## src/rtl/lsu_pkg.sv

```systemverilog
// Shared types and helpers for the load/store byte sequencer.
package lsu_pkg;

    typedef enum logic [1:0] {
        BYTE = 2'b00,
        HALF = 2'b01,
        WORD = 2'b10
    } size_e;

    typedef logic [2:0] state_e;

    localparam state_e IDLE  = 3'd0;
    localparam state_e WRITE = 3'd1;
    localparam state_e READ  = 3'd2;
    localparam state_e DRAIN = 3'd3;
    localparam state_e RESP  = 3'd4;

    // Size code 2'b11 is handled as a word.
    function automatic logic [2:0] size_to_count(input logic [1:0] size);
        case (size)
            BYTE:    return 3'd1;
            HALF:    return 3'd2;
            default: return 3'd4;
        endcase
    endfunction

    function automatic logic is_misaligned(input logic [1:0] size, input logic [1:0] addr_lo);
        case (size)
            BYTE:    return 1'b0;
            HALF:    return addr_lo[0];
            default: return addr_lo != 2'b00;
        endcase
    endfunction

endpackage

```

## src/rtl/lsu_load_ext.sv

```systemverilog
// Sign/zero extension of the assembled load bytes to the full core width.
module lsu_load_ext
    import lsu_pkg::*;
#(
    parameter int XLEN = 32
) (
    input  logic [XLEN-1:0] assy_i,
    input  logic [1:0]      size_i,
    input  logic            unsigned_i,
    output logic [XLEN-1:0] data_o
);

    logic fill_b;
    logic fill_h;

    assign fill_b = ~unsigned_i & assy_i[7];
    assign fill_h = ~unsigned_i & assy_i[15];

    always_comb begin
        data_o = assy_i;
        case (size_i)
            BYTE:    data_o = {{(XLEN-8){fill_b}}, assy_i[7:0]};
            HALF:    data_o = {{(XLEN-16){fill_h}}, assy_i[15:0]};
            default: data_o = assy_i;
        endcase
    end

endmodule

```

## src/rtl/lsu_byte_seq.sv

```systemverilog
// Splits one core load/store into little-endian byte accesses on DMEM.
// Build option LSU_MISALIGN_EN: misaligned requests are carried out instead of rejected.
//
// state | meaning
// IDLE  | ready for a request; DMEM address held
// WRITE | store byte k on the port with write enable
// READ  | load address k on the port; byte k-1 returns this cycle
// DRAIN | last load byte returns; result extended
// RESP  | one-cycle response pulse
module lsu_byte_seq
    import lsu_pkg::*;
#(
    parameter int XLEN   = 32,
    parameter int ADDR_W = 11,
    parameter int BYTE_W = 8
) (
    input  logic              clk_i,
    input  logic              rst_ni,
    input  logic              req_valid_i,
    output logic              req_ready_o,
    input  logic              req_we_i,
    input  logic [1:0]        req_size_i,
    input  logic              req_unsigned_i,
    input  logic [ADDR_W-1:0] req_addr_i,
    input  logic [XLEN-1:0]   req_wdata_i,
    output logic              rsp_valid_o,
    output logic [XLEN-1:0]   rsp_rdata_o,
    output logic              rsp_misalign_o,
    output logic [ADDR_W-1:0] mem_addr_o,
    output logic [BYTE_W-1:0] mem_st_data_o,
    output logic              mem_st_en_o,
    input  logic [BYTE_W-1:0] mem_ld_data_i
);

    state_e            state_q, state_d;
    logic [1:0]        k_q, k_d;
    logic              we_q, we_d;
    logic [1:0]        size_q, size_d;
    logic              uns_q, uns_d;
    logic [ADDR_W-1:0] addr_q, addr_d;
    logic [XLEN-1:0]   wdata_q, wdata_d;
    logic [XLEN-1:0]   assy_q, assy_d;
    logic [ADDR_W-1:0] mem_addr_q, mem_addr_d;
    logic [BYTE_W-1:0] mem_st_data_q, mem_st_data_d;
    logic              mem_st_en_q, mem_st_en_d;
    logic              rsp_valid_q, rsp_valid_d;
    logic [XLEN-1:0]   rsp_rdata_q, rsp_rdata_d;
    logic              rsp_misalign_q, rsp_misalign_d;

    logic              accept;
    logic              reject;
    logic [1:0]        last_k;
    logic [1:0]        k_nx;
    logic [1:0]        k_prev;
    logic [XLEN-1:0]   assy_fin;
    logic [XLEN-1:0]   ext_data;

    assign accept = req_valid_i && (state_q == IDLE);
    assign last_k = 2'(size_to_count(size_q) - 3'd1);
    assign k_nx   = k_q + 2'd1;
    assign k_prev = k_q - 2'd1;

`ifdef LSU_MISALIGN_EN
    assign reject = 1'b0;
`else
    assign reject = is_misaligned(req_size_i, req_addr_i[1:0]);
`endif

    // Assembly register with the byte arriving in DRAIN already merged in.
    always_comb begin
        assy_fin = assy_q;
        assy_fin[{k_q, 3'b000} +: BYTE_W] = mem_ld_data_i;
    end

    lsu_load_ext #(.XLEN(XLEN)) u_load_ext (
        .assy_i     (assy_fin),
        .size_i     (size_q),
        .unsigned_i (uns_q),
        .data_o     (ext_data)
    );

    always_comb begin
        state_d        = state_q;
        k_d            = k_q;
        we_d           = we_q;
        size_d         = size_q;
        uns_d          = uns_q;
        addr_d         = addr_q;
        wdata_d        = wdata_q;
        assy_d         = assy_q;
        mem_addr_d     = mem_addr_q;
        mem_st_data_d  = mem_st_data_q;
        mem_st_en_d    = 1'b0;
        rsp_valid_d    = 1'b0;
        rsp_rdata_d    = rsp_rdata_q;
        rsp_misalign_d = rsp_misalign_q;

        case (state_q)
            IDLE: begin
                if (accept) begin
                    we_d    = req_we_i;
                    size_d  = req_size_i;
                    uns_d   = req_unsigned_i;
                    addr_d  = req_addr_i;
                    wdata_d = req_wdata_i;
                    k_d     = 2'd0;
                    assy_d  = '0;
                    if (reject) begin
                        state_d        = RESP;
                        rsp_valid_d    = 1'b1;
                        rsp_rdata_d    = '0;
                        rsp_misalign_d = 1'b1;
                    end else begin
                        state_d     = req_we_i ? WRITE : READ;
                        mem_addr_d  = req_addr_i;
                        mem_st_en_d = req_we_i;
                        if (req_we_i) begin
                            mem_st_data_d = req_wdata_i[BYTE_W-1:0];
                        end
                    end
                end
            end
            WRITE: begin
                if (k_q == last_k) begin
                    state_d        = RESP;
                    rsp_valid_d    = 1'b1;
                    rsp_rdata_d    = '0;
                    rsp_misalign_d = 1'b0;
                end else begin
                    k_d           = k_nx;
                    mem_addr_d    = addr_q + ADDR_W'(k_nx);
                    mem_st_data_d = wdata_q[{k_nx, 3'b000} +: BYTE_W];
                    mem_st_en_d   = 1'b1;
                end
            end
            READ: begin
                // DMEM data lags the address by one cycle, so byte k-1 lands now.
                if (k_q != 2'd0) begin
                    assy_d[{k_prev, 3'b000} +: BYTE_W] = mem_ld_data_i;
                end
                if (k_q == last_k) begin
                    state_d = DRAIN;
                end else begin
                    k_d        = k_nx;
                    mem_addr_d = addr_q + ADDR_W'(k_nx);
                end
            end
            DRAIN: begin
                assy_d         = assy_fin;
                state_d        = RESP;
                rsp_valid_d    = 1'b1;
                rsp_rdata_d    = ext_data;
                rsp_misalign_d = 1'b0;
            end
            RESP: begin
                state_d = IDLE;
            end
            default: begin
                state_d = IDLE;
            end
        endcase
    end

    always_ff @(posedge clk_i or negedge rst_ni) begin
        if (!rst_ni) begin
            state_q        <= IDLE;
            k_q            <= '0;
            we_q           <= 1'b0;
            size_q         <= '0;
            uns_q          <= 1'b0;
            addr_q         <= '0;
            wdata_q        <= '0;
            assy_q         <= '0;
            mem_addr_q     <= '0;
            mem_st_data_q  <= '0;
            mem_st_en_q    <= 1'b0;
            rsp_valid_q    <= 1'b0;
            rsp_rdata_q    <= '0;
            rsp_misalign_q <= 1'b0;
        end else begin
            state_q        <= state_d;
            k_q            <= k_d;
            we_q           <= we_d;
            size_q         <= size_d;
            uns_q          <= uns_d;
            addr_q         <= addr_d;
            wdata_q        <= wdata_d;
            assy_q         <= assy_d;
            mem_addr_q     <= mem_addr_d;
            mem_st_data_q  <= mem_st_data_d;
            mem_st_en_q    <= mem_st_en_d;
            rsp_valid_q    <= rsp_valid_d;
            rsp_rdata_q    <= rsp_rdata_d;
            rsp_misalign_q <= rsp_misalign_d;
        end
    end

    assign req_ready_o    = (state_q == IDLE);
    assign rsp_valid_o    = rsp_valid_q;
    assign rsp_rdata_o    = rsp_rdata_q;
    assign rsp_misalign_o = rsp_misalign_q;
    assign mem_addr_o     = mem_addr_q;
    assign mem_st_data_o  = mem_st_data_q;
    assign mem_st_en_o    = mem_st_en_q;

    // we_q is kept for debug visibility of the in-flight request type.
    logic unused_we;
    assign unused_we = we_q;

endmodule
```

## config.mk

```make
export PLATFORM = sky130hd
export DESIGN_NAME = lsu_byte_seq
export DESIGN_NICKNAME = d
export VERILOG_FILES = /design/src/rtl/lsu_pkg.sv /design/src/rtl/lsu_load_ext.sv /design/src/rtl/lsu_byte_seq.sv
export SDC_FILE = /design/constraint.sdc
export NUM_CORES = 1
export LEC_CHECK = 0
export ABC_CLOCK_PERIOD_IN_PS = 3000
export CAP_MARGIN = 20
export CORE_ASPECT_RATIO = 0.5
export CORE_MARGIN = 2
export CORE_UTILIZATION = 45
export CTS_CLUSTER_DIAMETER = 120
export DETAILED_ROUTE_END_ITERATION = 10
export PLACE_DENSITY = 0.67
export SYNTH_ARGS = -nofsm -noshare
export SYNTH_HDL_FRONTEND = slang
export SYNTH_SLANG_ARGS = --single-unit
```

## constraint.sdc

```tcl
create_clock -name clk_i -period 3 [get_ports clk_i]
set_input_delay 0.6 -clock clk_i [delete_from_list [all_inputs] [get_ports clk_i]]
set_output_delay 0.6 -clock clk_i [all_outputs]
set_load 0.01 [all_outputs]
```

==> results.rst, run 1 <==
Run summary
-----------

.. list-table::
   :header-rows: 1

   * - Metric
     - Value
   * - Sequential cell area
     - 3430 um2
   * - Setup repair after global routing missed its margin
     - no
   * - Parity-gate share of the synthesized area counting xor and xnor cells
     - 1.18%
   * - CP Class
     - reg -> reg
   * - FP Util
     - between 40% and 50%
   * - Tally of filler cells in the layout
     - around 1.2k
   * - Estimated wirelength of the detail-placed design
     - approximately 11000 um
   * - Outcome
     - completed
   * - Number of rows in the core area
     - 31
   * - Cell-by-cell listing of the critical path
     - inv_1 -> ha_1 -> inv_2 -> nor3_1 -> a31oi_1 -> o22ai_1 -> a22o_1
   * - Startpoint of the most critical register-to-register path
     - k_q[0]$_DFFE_PN0P_
   * - Vias in the first global route
     - 4988
   * - Synthesized Nets
     - around 630
   * - Maximum number of pins on one net before global-route repair
     - 61
   * - Complex-gate fraction of the synthesized area
     - 19.6%
   * - Fraction of the mapped netlist area in adder cells
     - 1.61%
   * - Clock group
     - between 2 and 2.5 mW
   * - Crit path capture type
     - flip-flop
   * - CP delay by family, top
     - simple AND/OR/NAND/NOR gates
   * - Largest family of logic cells by area
     - AND-OR/OR-AND gates
   * - Warnings from Yosys
     - 0
   * - Routed wirelength normalized by instance count
     - roughly 18 um
   * - Ys flop type
     - sky130_fd_sc_hd__dfrtp_1
   * - Count of buffer and inverter cells on the critical path
     - 2
   * - Slowest CP cell
     - sky130_fd_sc_hd__nor3_1
   * - Largest fanout of any net on the critical path
     - 8
   * - Setup TNS
     - 0 ns
   * - Root buf cell
     - sky130_fd_sc_hd__clkbuf_16
   * - Number of remaining DRC errors
     - 0
   * - Delay of the slowest cell on the worst path
     - a little over 0.8 ns
   * - Grt ovf
     - 0
   * - Wire length of the first global-routing pass
     - ~26000 um
   * - Clock tree from TritonCTS
     - built
   * - Net switching power of the design
     - 3.23 mW
   * - CP Data Required Time
     - around 3.4 ns
   * - GRT Total Usage
     - between 20% and 30%
   * - Post-place instance area
     - between 8000 and 9000 um2
   * - Highest Clock Rate
     - between 300 and 400 MHz
   * - Total area of multi-input combinational cells
     - approximately 3000 um2
   * - Switching Share
     - approximately 37%
   * - Synth Area per Inst
     - approximately 12 um2
   * - Cell internal power dissipation
     - 5.55 mW
   * - Area added between synthesis and finish
     - 28.3%
   * - Ratio of final minimum period to clock period
     - 90.8%
   * - Relative contribution of sequential cells to total power
     - 33.6%
   * - Number of sinks on the clock net
     - approximately 140
   * - Area leader, netlist
     - sky130_fd_sc_hd__dfrtp_1
   * - Area of the mapped netlist
     - roughly 6700 um2
   * - Setup slack of the most critical reg-to-reg path
     - 0.28 ns
   * - Data arrival time of the critical path
     - between 3 and 4 ns
   * - Count of final setup violators
     - 0
## run 1: through the flow
step                std cells  hold WS [ns]
floorplan                 568         0.304
global placement          855         0.463
detailed placement        855         0.467
CTS                       887         0.170
global route              887         0.187
finish                    888         0.147
## run 1: how the worst min path moves through the flow
stage,cells after the start,slack (ns),from,to
global route,1,0.19,rst_ni,mem_st_data_o[4]$_DFFE_PN0P_
detailed placement,1,0.47,rsp_rdata_o[5]$_DFFE_PN0P_,rsp_rdata_o[5]$_DFFE_PN0P_
global placement,1,0.46,rsp_rdata_o[5]$_DFFE_PN0P_,rsp_rdata_o[5]$_DFFE_PN0P_
floorplan,0,0.30,rst_ni,addr_q[0]$_DFFE_PN0P_
CTS,1,0.17,rst_ni,wdata_q[20]$_DFFE_PN0P_
finish,1,0.15,rst_ni,wdata_q[20]$_DFFE_PN0P_
## run 1: placed cells by master, fill, tap and decap left out, drive strengths merged, types with 6 or more instances in the layout
master and n:
dfrtp 137, clkdlybuf4s50 111, mux2 58, nand2 37
nor2 35, a22o 33, inv 27, a21oi 22
a31oi 17, clkbuf 17, o22ai 17, o2bb2ai 16
o21ai 15, buf 14, nor2b 12, a21o 12
xnor2 8, mux2i 8, o221ai 8, a221o 8
mux4 8, a22oi 7, a32oi 7, ha 7
nor3 6
## run 1: routing by layer
layer	wire length [um]	global-route usage (%)
met3	894	5.01
met4	175	7.09
met5	0	0
met1	7720	30.8
met2	7170	30.6
## run 1: layout make-up
class | instances | area share, %
multi-input combinational | 377 | 35.0
tap | 198 | 2.88
antenna | 1 | 0.0291
clock inverter | 15 | 1.83
clock buffer | 17 | 4.95
timing repair buffer | 125 | 14.6
inverter | 18 | 0.786
sequential | 137 | 39.9
Fig. 1: run 1, gate families picked out
Scale: 2 px per um.
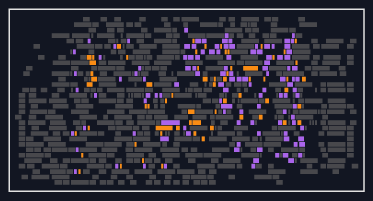
| colour | family | cells | most used |
|---|---|---|---|
| purple | aoi and oai cells | 115 | a21oi_1 |
| orange | nor cells | 63 | nor2_1 |
fraction of area in multi-input gates: 35.0%
post-route insts no fill: 888

Fig. 2: run 1, clock nets
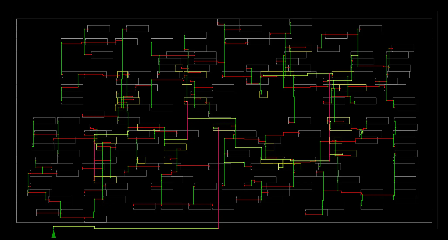
final-layout clock buffer total: 17
TritonCTS buffer count: 17

Fig. 3: run 1, supply network
Scale: 3 px per um. Pins as bars on the die edge.
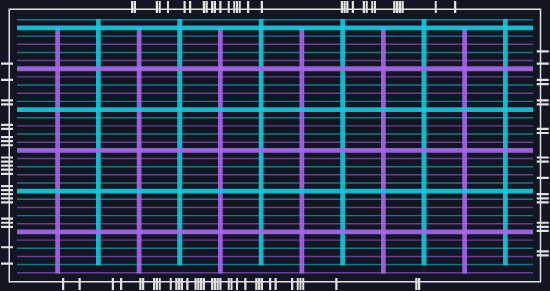
| colour | net |
|---|---|
| cyan | VDD |
| purple | VSS |
met4 straps: 12
rows: 31
met5 straps: 6
signal pins: 113
y dimension of the die: 90.3 um
floorplan core area: 14500 um2
x dimension of the die: 177 um
worst supply voltage drop on vdd: 543 uV

==> run 1 -> run 2 <==
--- a/config.mk
+++ b/config.mk
@@ -7,7 +7,6 @@
 export LEC_CHECK = 0
 export ABC_CLOCK_PERIOD_IN_PS = 3000
 export CAP_MARGIN = 20
-export CORE_ASPECT_RATIO = 0.5
 export CORE_MARGIN = 2
 export CORE_UTILIZATION = 45
 export CTS_CLUSTER_DIAMETER = 120
==> results.rst, run 2 <==
Run summary
-----------

.. list-table::
   :header-rows: 1

   * - Metric
     - Value
   * - CP Class
     - reg -> out
   * - Ys flop type
     - sky130_fd_sc_hd__dfrtp_1
   * - Area leader, netlist
     - sky130_fd_sc_hd__dfrtp_1
   * - Startpoint of the most critical register-to-register path
     - k_q[0]$_DFFE_PN0P_
   * - Worst hold-check slack
     - 0.176 ns (+0.0292 ns)
   * - NonClk Buf Share
     - 14.6% (+0.019 points)
   * - Relative contribution of sequential cells to total power
     - 32.6% (-1.0 points)
   * - FP Util
     - 46.1% (-0.088 points)
   * - Worst supply voltage drop on vdd
     - 559 uV (+2.9%)
   * - Delay of the slowest cell on the worst path
     - 0.61 ns (-0.20 ns)
   * - Switching Share
     - 34.7% (-2.1 points)
   * - Synth Area per Inst
     - 11.8 um2 (unchanged)
   * - Grt ovf
     - 0 (unchanged)
   * - Sequential cell area
     - 3430 um2 (unchanged)
   * - Total area of multi-input combinational cells
     - 3010 um2 (unchanged)
   * - Sequential fraction of total cell area
     - 39.5% (-0.38 points)
   * - Warnings from Yosys
     - 0 (unchanged)
   * - Outcome
     - completed
   * - Clock tree from TritonCTS
     - built
   * - Root buf cell
     - sky130_fd_sc_hd__clkbuf_16
   * - X dimension of the die
     - 126 um (-29%)
   * - Final-layout clock buffer total
     - 21 (+4)
   * - Synthesized Nets
     - 634 (unchanged)
   * - Crit path capture type
     - output port
   * - Maximum number of pins on one net before global-route repair
     - 43 (-30%)
   * - Wire length of the first global-routing pass
     - 27900 um (+5.5%)
   * - Most frequent cells in the layout
     - sky130_fd_sc_hd__dfrtp_1 (137), sky130_fd_sc_hd__clkdlybuf4s50_1 (111), sky130_fd_sc_hd__mux2_2 (57)
   * - Placed cell count
     - 845 (-1.2%)
   * - Floorplan core area
     - 14500 um2 (+0.19%)
   * - Number of sinks on the clock net
     - 137 (unchanged)
   * - Estimated wirelength of the detail-placed design
     - 11600 um (+9.0%)
   * - Setup TNS
     - 0 ns (unchanged)
   * - Largest fanout of any net on the critical path
     - 15 (+7)
   * - Tally of filler cells in the layout
     - 1214 (unchanged)
   * - FF+latch count
     - 137 (unchanged)
   * - Cell-by-cell listing of the critical path
     - nor3_1 -> clkdlybuf4s50_1
   * - Number of remaining DRC errors
     - 0 (unchanged)
   * - Net switching power of the design
     - 3.15 mW (-2.3%)
   * - Setup repair after global routing missed its margin
     - no
   * - CP Data Required Time
     - 2.40 ns (-0.95 ns)
   * - Vias in the first global route
     - 5282 (+5.9%)
   * - Number of rows in the core area
     - 44 (+42%)
   * - TritonCTS buffer count
     - 17 (unchanged)
[run 2: per-layer routing]
metal,up-vias,part of all wire (%),track usage (%)
met2,180,49,35.2
met3,29,5.0,4.84
met5,-,0,0
met4,0,2.1,8.02
met1,2646,44,30.1
li1,2375,-,-
[run 2: critical path: cells and delay by family (launching register included)]
family                 cells  cell delay [ns]
buffers and inverters      1             0.61
flip-flops                 1             0.60
AND/OR/NAND/NOR            1             0.44
[run 2: logic make-up after synthesis]
logic type | count (synthesis) | share of synthesized area [%]
AOI/OAI and AO/OA | 171 | 19.6
xor gates and xnor gates | 9 | 1.18
adders and majority gates | 8 | 1.61
buffers and inverters | 54 | 3.92
DFF | 137 | 51.1
muxes | 74 | 13.7
and+or+nand+nor | 115 | 8.90
[run 2: worst paths after layout]
path,endpoint,slack (ns),depth (start not counted)
min in group clk_i,rsp_rdata_o[4]$_DFFE_PN0P_,0.48,1
worst max-delay path,req_ready_o,0.32,2
worst min-delay path,wdata_q[7]$_DFFE_PN0P_,0.18,1
max in group asynchronous,rsp_rdata_o[4]$_DFFE_PN0P_,2.10,2
worst max register to register,assy_q[13]$_DFFE_PN0P_,0.36,6
worst min register to register,rsp_rdata_o[4]$_DFFE_PN0P_,0.48,1
[run 2: power groups by stage]
| stage | Combinational [mW] | Sequential, mW | Clock [mW] |
|---|---|---|---|
| final | 3.78 | 2.96 | 2.34 |
| after CTS | 3.80 | 2.96 | 2.39 |
| after floorplan | 2.46 | 2.97 | 0 |
| after global placement | 3.69 | 2.94 | 0 |
| after global routing | 4.13 | 3.06 | 2.47 |
| after detailed placement | 3.78 | 2.98 | 0 |
Fig. 4: run 2, gate families picked out
Scale: 2 px per um.
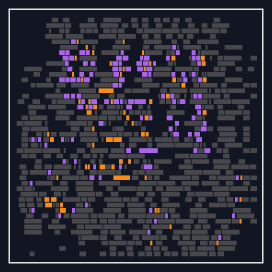
| colour | family | cells | most used |
|---|---|---|---|
| orange | nor cells | 63 | nor2_1 |
| purple | aoi and oai cells | 115 | a21oi_1 |
post-route insts no fill: 877
fraction of area in multi-input gates: 34.7%
most common library cell in the layout ignoring fill and taps: sky130_fd_sc_hd__dfrtp_1

==> run 2 -> run 3 <==
--- a/config.mk
+++ b/config.mk
@@ -10,6 +10,7 @@
 export CORE_MARGIN = 2
 export CORE_UTILIZATION = 45
 export CTS_CLUSTER_DIAMETER = 120
+export CTS_CLUSTER_SIZE = 28
 export DETAILED_ROUTE_END_ITERATION = 10
 export PLACE_DENSITY = 0.67
 export SYNTH_ARGS = -nofsm -noshare
==> results.rst, run 3 <==
Run summary
-----------

.. list-table::
   :header-rows: 1

   * - Metric
     - Value
   * - Clock tree from TritonCTS
     - built
   * - Number of cells in Yosys stat
     - 568
   * - Delay of the slowest cell on the worst path
     - 0.61 ns (about the same)
   * - CP delay by family, top
     - buffers and inverters
   * - Number of sinks on the clock net
     - 137 (unchanged)
   * - Count of buffer and inverter cells on the critical path
     - 1 (unchanged)
   * - Ys flop type
     - sky130_fd_sc_hd__dfrtp_1
   * - Setup slack of the most critical reg-to-reg path
     - 0.36 ns (about the same)
   * - Outcome
     - completed
   * - Floorplan core area
     - 14500 um2 (unchanged)
   * - CP Data Required Time
     - 2.40 ns (about the same)
   * - Y dimension of the die
     - 126 um
   * - Setup TNS
     - 0 ns (unchanged)
   * - Quantity of I/O buffers inserted on ports
     - 112
   * - Estimated wirelength of the detail-placed design
     - 11600 um (unchanged)
   * - Final core utilization
     - about three fifths
   * - Post-synthesis cell type with the largest instance count
     - sky130_fd_sc_hd__dfrtp_1
   * - Via count
     - about 5.2k
   * - Number of rows in the core area
     - 44 (unchanged)
   * - Area leader, netlist
     - sky130_fd_sc_hd__dfrtp_1
   * - Worst supply voltage drop on vdd
     - 559 uV (unchanged)
   * - Ys flops
     - roughly 140
   * - Final Slew Violations
     - 0
   * - Warnings from Yosys
     - 0 (unchanged)
   * - Count of final setup violators
     - 0
   * - Area of the mapped netlist
     - 6700 um2
   * - Slew Limit Headroom
     - a little over a third
   * - Leakage
     - approximately 3.7 nW
   * - Startpoint of the most critical register-to-register path
     - k_q[0]$_DFFE_PN0P_
   * - Cell Pwr Density
     - approximately 1000 nW/um2
   * - First-iteration detailed-routing DRC count
     - between 300 and 400
   * - Asr flop ratio synth
     - 100%
   * - FF-to-FF End
     - assy_q[13]$_DFFE_PN0P_
   * - DRT Wirelength
     - 16600 um
   * - Wire length of the first global-routing pass
     - 27900 um (unchanged)
   * - Vias in the first global route
     - 5282 (unchanged)
   * - Top cell area share
     - around half
   * - CP Class
     - reg -> out
   * - Placed cell count
     - 845 (unchanged)
   * - Slowest CP cell
     - sky130_fd_sc_hd__clkdlybuf4s50_1
   * - Time the worst path needs with I/O delays and setup
     - ~2.7 ns
   * - TritonCTS buffer count
     - 17 (unchanged)
   * - Most frequent cells in the layout
     - sky130_fd_sc_hd__dfrtp_1 (137), sky130_fd_sc_hd__clkdlybuf4s50_1 (111), sky130_fd_sc_hd__mux2_2 (57)
   * - Setup slack after placement
     - approximately 0.23 ns
   * - Warning total across the stage logs
     - 30
   * - Total cell area reported by yosys after synthesis
     - roughly 6700 um2
   * - Synth Area per Inst
     - 11.8 um2 (unchanged)
   * - Final design area excluding fillers
     - slightly below 9000 um2
   * - R2R cell count
     - 6 (unchanged)
   * - Number of buffers inserted by post-CTS setup repair
     - 0
   * - X dimension of the die
     - 126 um (unchanged)
   * - Cell-by-cell listing of the critical path
     - nor3_1 -> clkdlybuf4s50_1
   * - Most common library cell in the layout ignoring fill and taps
     - sky130_fd_sc_hd__dfrtp_1
   * - Post-route insts no fill
     - 877 (unchanged)
   * - Crit path capture type
     - output port
   * - Synthesized Nets
     - 634 (unchanged)
   * - Routed wirelength normalized by instance count
     - roughly 19 um
   * - Post-CTS resize count
     - 0
   * - Number of antenna violations at the first check in global routing
     - 0
   * - Grt ovf
     - 0 (unchanged)
   * - Root buf cell
     - sky130_fd_sc_hd__clkbuf_16
   * - Worst hold-check slack
     - 0.176 ns (unchanged)
   * - Number of remaining DRC errors
     - 0 (unchanged)
   * - Maximum number of pins on one net before global-route repair
     - 43 (unchanged)
   * - Setup repair after global routing missed its margin
     - no
   * - FP Util
     - 46.1% (unchanged)
   * - Largest fanout of any net on the critical path
     - 15 (unchanged)
[run 3: cell counts after synthesis]
Identical to the previous run, type by type.
[run 3: worst max path at each step]
stage,start,endpoint,slack (ns),cells past startpoint
global placement,req_addr_i[1],mem_addr_o[6]$_DFFE_PN0P_,0.25,6
detailed placement,req_addr_i[1],mem_addr_o[7]$_DFFE_PN0P_,0.23,6
CTS,state_q[2]$_DFFE_PN0P_,req_ready_o,0.32,2
floorplan,k_q[0]$_DFFE_PN0P_,mem_addr_o[10]$_DFFE_PN0P_,0.47,9
finish,state_q[2]$_DFFE_PN0P_,req_ready_o,0.32,2
global route,k_q[0]$_DFFE_PN0P_,assy_q[12]$_DFFE_PN0P_,0.11,6
[run 3: cell families after synthesis]
family | synth area share, %
AND-OR/OR-AND | 19.6
XOR/XNOR | 1.18
adder cells (fa/ha/maj) | 1.61
buffers and inverters | 3.92
flip-flops | 51.1
multiplexers | 13.7
AND/OR/NAND/NOR | 8.90
[run 3: where the power goes]
part | total, mW | internal [mW] | leakage, nW | switching (mW)
Clock | 2.34 | 1.56 | 0.321 | 0.784
Combinational | 3.78 | 1.88 | 1.58 | 1.89
Sequential | 2.96 | 2.49 | 1.75 | 0.474
Total | 9.08 | 5.93 | 3.65 | 3.15
[run 3: layer usage]
| metal | up-vias | share of wire [%] | global-route usage, % |
|---|---|---|---|
| met4 | 0 | 2.1 | 8.02 |
| li1 | 2375 | - | - |
| met1 | 2646 | 44 | 30.1 |
| met2 | 180 | 49 | 35.2 |
| met5 | - | 0 | 0 |
| met3 | 29 | 5.0 | 4.84 |
[run 3: layout make-up]
type | instances | area (um2)
clock buffer | 21 | 480
clock inverter | 11 | 191
fill | 1214 | 5850
inverter | 18 | 67.6
multi-input combinational | 377 | 3010
sequential | 137 | 3430
tap | 184 | 230
timing repair buffer | 129 | 1270
Fig. 5: run 3, clock network drawn from the DEF
Scale: 2 px per um.
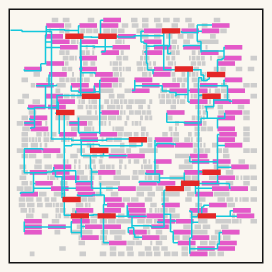
[magenta] flip-flops | count: 137
[cyan] clock wires | length: 1720 um
[red] clock-net drivers | count: 17
routed clock nets: 18
share of power burned in the clock network: 25.8%
Clock group: 2.34 mW
clock insertion delay at the later pin of the skew report: 0.43 ns
clock tree skew after final layout: 0.0152 ns

Power figures rest on the tool's default switching activity, not on a simulated workload.
